--- src/rtl/pipo_rr_arbiter.sv ---
// pipo_rr_arbiter
//   Round-robin arbiter and load sequencer for a shared WIDTH-bit PIPO register.
//   A granted requester's word is loaded into q. The block then stays busy for
//   HOLD_CYCLES cycles, counted from the grant cycle, so consumers can sample q.
//
// Ports
//   clk     in   rising-edge clock
//   rst_n   in   asynchronous active-low reset
//   req     in   [NREQ]        level request per requester
//   d       in   [NREQ*WIDTH]  requester words, requester i at [i*WIDTH +: WIDTH]
//   gnt     out  [NREQ]        one-hot grant pulse (registered)
//   q       out  [WIDTH]       shared register contents
//   q_valid out  1             pulse in the cycle q shows a newly loaded word
//   q_src   out  [SW]          index of the requester whose word is in q
//   busy    out  1             high while holding
//
// Configuration
//   PIPO_ARB_PRIORITY_EN  when defined, requester 0 has absolute priority and
//                         requesters 1..NREQ-1 rotate via ptr, which skips 0.

module pipo_rr_arbiter #(
    parameter int unsigned WIDTH       = 4,
    parameter int unsigned NREQ        = 4,
    parameter int unsigned HOLD_CYCLES = 2,
    localparam int unsigned SW         = $clog2(NREQ),
    localparam int unsigned CW         = (HOLD_CYCLES > 1) ? $clog2(HOLD_CYCLES) : 1
) (
    input  logic                  clk,
    input  logic                  rst_n,
    input  logic [NREQ-1:0]       req,
    input  logic [NREQ*WIDTH-1:0] d,
    output logic [NREQ-1:0]       gnt,
    output logic [WIDTH-1:0]      q,
    output logic                  q_valid,
    output logic [SW-1:0]         q_src,
    output logic                  busy
);

    typedef enum logic [0:0] {StIdle, StHold} state_e;

    state_e            state_q, state_d;
    logic [CW-1:0]     cnt_q, cnt_d;
    logic [SW-1:0]     ptr_q, ptr_d;
    logic [NREQ-1:0]   gnt_q, gnt_d;
    logic [WIDTH-1:0]  q_q, q_d;
    logic              q_valid_q, q_valid_d;
    logic [SW-1:0]     q_src_q, q_src_d;
    logic              busy_q, busy_d;

    // Arbitration signals
    logic [NREQ-1:0]   req_rr;     // requests taking part in the rotation
    logic [2*NREQ-1:0] req_dbl;
    logic [NREQ-1:0]   req_rot;    // req_rr rotated so bit 0 is the ptr position
    logic [SW-1:0]     off;
    logic [SW:0]       win_sum;
    logic [SW-1:0]     win;
    logic              win_found;
    logic [SW:0]       nxt_sum;
    logic [SW-1:0]     ptr_next;

    always_comb begin
`ifdef PIPO_ARB_PRIORITY_EN
        req_rr = req & ~NREQ'(1);
`else
        req_rr = req;
`endif
        // Rotating right by ptr turns "first set bit from ptr upward, wrapping"
        // into a plain lowest-set-bit search.
        req_dbl = {req_rr, req_rr};
        req_rot = req_dbl[NREQ-1:0];
        for (int i = 0; i < NREQ; i++) begin
            if (ptr_q == SW'(i)) begin
                req_rot = req_dbl[i +: NREQ];
            end
        end

        off = '0;
        for (int i = NREQ - 1; i >= 0; i--) begin
            if (req_rot[i]) begin
                off = SW'(i);
            end
        end

        win_sum = {1'b0, ptr_q} + {1'b0, off};
        if (win_sum >= (SW + 1)'(NREQ)) begin
            win_sum = win_sum - (SW + 1)'(NREQ);
        end
        win       = win_sum[SW-1:0];
        win_found = |req_rr;

        nxt_sum = {1'b0, win} + (SW + 1)'(1);
        if (nxt_sum >= (SW + 1)'(NREQ)) begin
            nxt_sum = '0;
        end
        ptr_next = nxt_sum[SW-1:0];

`ifdef PIPO_ARB_PRIORITY_EN
        // The rotation never lands on requester 0.
        if (ptr_next == '0) begin
            ptr_next = SW'(1);
        end
        // Requester 0 overrides the rotation and leaves ptr untouched.
        if (req[0]) begin
            win       = '0;
            win_found = 1'b1;
            ptr_next  = ptr_q;
        end
`endif
    end

    always_comb begin
        state_d   = state_q;
        cnt_d     = cnt_q;
        ptr_d     = ptr_q;
        q_d       = q_q;
        q_src_d   = q_src_q;
        gnt_d     = '0;
        q_valid_d = 1'b0;

        unique case (state_q)
            StIdle: begin
                if (win_found) begin
                    for (int i = 0; i < NREQ; i++) begin
                        if (win == SW'(i)) begin
                            q_d = d[i*WIDTH +: WIDTH];
                        end
                    end
                    q_src_d   = win;
                    gnt_d     = NREQ'(1) << win;
                    q_valid_d = 1'b1;
                    ptr_d     = ptr_next;
                    cnt_d     = CW'(HOLD_CYCLES - 1);
                    state_d   = StHold;
                end
            end
            StHold: begin
                // req and d are ignored here.
                if (cnt_q == '0) begin
                    state_d = StIdle;
                end else begin
                    cnt_d = cnt_q - CW'(1);
                end
            end
            default: state_d = StIdle;
        endcase

        busy_d = (state_d == StHold);
    end

    always_ff @(posedge clk or negedge rst_n) begin
        if (!rst_n) begin
            state_q   <= StIdle;
            cnt_q     <= '0;
            ptr_q     <= '0;
            gnt_q     <= '0;
            q_q       <= '0;
            q_valid_q <= 1'b0;
            q_src_q   <= '0;
            busy_q    <= 1'b0;
        end else begin
            state_q   <= state_d;
            cnt_q     <= cnt_d;
            ptr_q     <= ptr_d;
            gnt_q     <= gnt_d;
            q_q       <= q_d;
            q_valid_q <= q_valid_d;
            q_src_q   <= q_src_d;
            busy_q    <= busy_d;
        end
    end

    assign gnt     = gnt_q;
    assign q       = q_q;
    assign q_valid = q_valid_q;
    assign q_src   = q_src_q;
    assign busy    = busy_q;

endmodule

--- config.mk ---
export PLATFORM = sky130hd
export DESIGN_NAME = pipo_rr_arbiter
export DESIGN_NICKNAME = d
export VERILOG_FILES = /design/src/rtl/pipo_rr_arbiter.sv
export SDC_FILE = /design/constraint.sdc
export NUM_CORES = 1
export LEC_CHECK = 0
export CAP_MARGIN = 20
export CELL_PAD_IN_SITES_DETAIL_PLACEMENT = 0
export CELL_PAD_IN_SITES_GLOBAL_PLACEMENT = 1
export CORE_AREA = 4 4 50 70
export CTS_CLUSTER_DIAMETER = 100
export DETAILED_ROUTE_END_ITERATION = 12
export DIE_AREA = 0 0 54 74
export GPL_TIMING_DRIVEN = 0
export HOLD_SLACK_MARGIN = 0.12
export PLACE_DENSITY = 0.77
export SYNTH_ARGS = -nofsm -noshare
export SYNTH_HDL_FRONTEND = slang
export SYNTH_SLANG_ARGS = --single-unit
--- constraint.sdc ---
create_clock -name clk -period 3.21 [get_ports clk]
set_input_delay 0.642 -clock clk [delete_from_list [all_inputs] [get_ports clk]]
set_output_delay 0.642 -clock clk [all_outputs]
set_load 0.05 [all_outputs]
floorplan.png
Scale bar: 20 um. Pins as bars on the die edge.
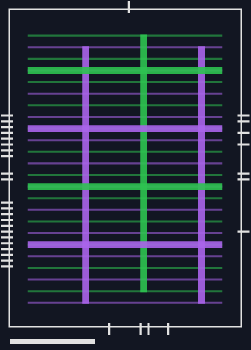
colour	net
green	VDD
purple	VSS
met4 straps	3
met1 rails	24
met5 straps	4
signal pins	34
peak supply drop: 0.000783 V
horizontal extent of the die: 54 um
floorplan core area: 2850 sq um
Die Y-Extent: 74 um

==> flow_summary_export.csv <==
group,metric,value,unit
pwr,cellLeakagePower,0.568,nW
logic_synthesis,enable_flop_cells,0,
logic_synthesis,ff_type,"dfrtp_1",
sta,finalSetupViolations,0,
final_layout,nFlopsAndLatches,15,
place,hpwl,1650,um
worst_setup_path,sort_of_element_at_the_end_of_the_critical_path,"register",
grt,grt_pass1_wl,3410,um
logic_synthesis,postSynthAreaPerCell,8.98,sq um
worst_setup_path,timing.reg2reg.setup_slack,0.31,ns
die,io-pin-count,34,
die,std_cell_rows,23,
clock_tree,clkTransAtPathRegs,0.06,ns
worst_setup_path,worst_r2r_startpoint,"ptr_q[0]$_DFFE_PN0P_",
grt,grt_remaining_overflow,0,
pwr,power_frac_seq,19.2,%
logic_synthesis,synthArstFlopShare,100,%
logic_synthesis,seq_cells_post_synth,15,
pwr,power.density_cell_area,1310,nW/um^2
final_layout,multi_input_comb_area,460,sq um
final_layout,lay_top_count,"clkdlybuf4s50_1",
die,tap-cell-count,37,
logic_synthesis,syn_inst,97,
worst_setup_path,worst-setup-path-type,"in -> reg",
sta,slew-limit-headroom,55.3,%
route,drc,0,
final_layout,layout.non_clock_buffers,43,
logic_synthesis,post-synth-top-area-fraction,43.1,%
logic_synthesis,syn_nets,122,
grt,maximum_number_of_pins_on_one_net_before_global_route_repair,16,
grt,grt_antenna_before_repair,0,
final_layout,mostFrequentLayoutCells,"29 x clkdlybuf4s50_1, 16 x a21oi_1, 15 x dfrtp_1",
die,initial_core_util,30.6,%
final_layout,finalCoreUtilization,46.4,%
final_layout,multi_input_comb_cells,70,
logic_synthesis,ys.warnings.count,0,
final_layout,clock_area_share,3.50,%
logic_synthesis,largest_area_cell,"dfrtp_1",
clock_tree,number_of_buffers_inserted_to_repair_setup_after_cts,2,
place,gpl.final_weighted_congestion,0.730,
pwr,power.clock.fraction,8.7,%
final_layout,fill_cells,290,
job,max_cap_viol_count,0,
sta,final.hold.worst_slack,0.484,ns
outcome,outcome,"complete, no violations",
sta,min_period,2.96,ns
sta,setup-tns-final,0,ns
pwr,total_switching_power,860,uW
worst_setup_path,cp-endpoint,"q[2]$_DFFE_PN0P_",
final_layout,area_growth_syn_to_layout,51.7,%
final_layout,final-seq-area,375,sq um
route,wire_per_inst,11.8,um
clock_tree,cts_tree,"built",
final_layout,dominant-cell-class,"logic gates",
pwr,seq_cell_power,332,uW
final_layout,comb-cell-share,34.8,%
pwr,power_report.internal_total,867,uW
final_layout,buf_share,27.8,%
pwr,p_comb_share,72.1,%
logic_synthesis,synth_stat.cells,97,
clock_tree,cts_resized,7,
clock_tree,holdBufCountCts,0,
place,placed_instances,166,
route,via_per_inst,4.79,
sta,final_min_period_over_clock_period,92.4,%
route,wl,2070,um
sta,setup_slack,0.245,ns
logic_synthesis,post_synth_instance_area,871,sq um
worst_setup_path,crit_path_start_kind,"primary input",
sta,achievable-frequency,337,MHz
place,port-buffer-count,32,
final_layout,inverters,6,
logic_synthesis,area_leaders,"dfrtp_1 43%, a21oi_1 9.2%, nor2_1 6.9%, mux2i_1 4.6%, ha_1 4.3%",
final_layout,final_nets,164,
route,via_count,839,
min_path,min_delay_path_depth,1,
final_layout,nClkBuffers,3,
worst_setup_path,data_required_time_of_the_critical_path,3.35,ns
pwr,totalPowerFinal,1.73,mW
sta,finalClockSkew,0.00629,ns
worst_setup_path,reg2regPathDepth,15,
sta,setup_repair_after_global_routing_missed_its_margin,"false",
logic_synthesis,post_synth_most_frequent_cells,"16 x a21oi_1, 16 x nor2_1, 15 x dfrtp_1",
class_map.png
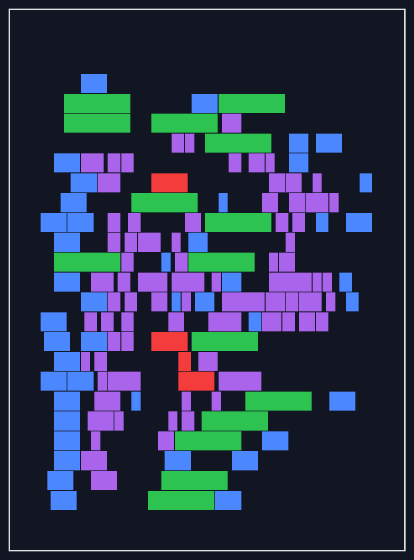
colour	class	cells
purple	remaining logic cells	76
green	sequential cells	15
red	clock drivers and dummy loads	4
blue	remaining buffers and delay cells	43

## metal layers
metal  vias to the layer above  global-route usage (%)  wire length [um]
met3                         4                    2.61               177
met5                         -                       0                 0
met2                        33                    19.5               996
li1                        426                       -                 -
met4                         0                    5.82                38
met1                       376                    12.9               856
## cell families after synthesis
group,synth area share [%]
xor+xnor,2.87
simple gates,13.5
flops,43.1
fa+ha+maj,4.31
buf+inv,5.75
mux,4.60
compound gates,25.9
## worst max-delay path, cell delays in order
cell and delay, ns:
clkbuf_2 0.13, inv_1 0.08, and3_1 0.17, o21ai_0 0.14, o211ai_1 0.12, ha_1 0.23, xnor2_2 0.18, xor2_2 0.29
inv_4 0.10, ha_1 0.20, clkbuf_1 0.16, mux2i_1 0.18, nor2_1 0.06, a21oi_1 0.12, a21oi_1 0.07, o22a_1 0.23
Power figures rest on the tool's default switching activity, not on a simulated workload.
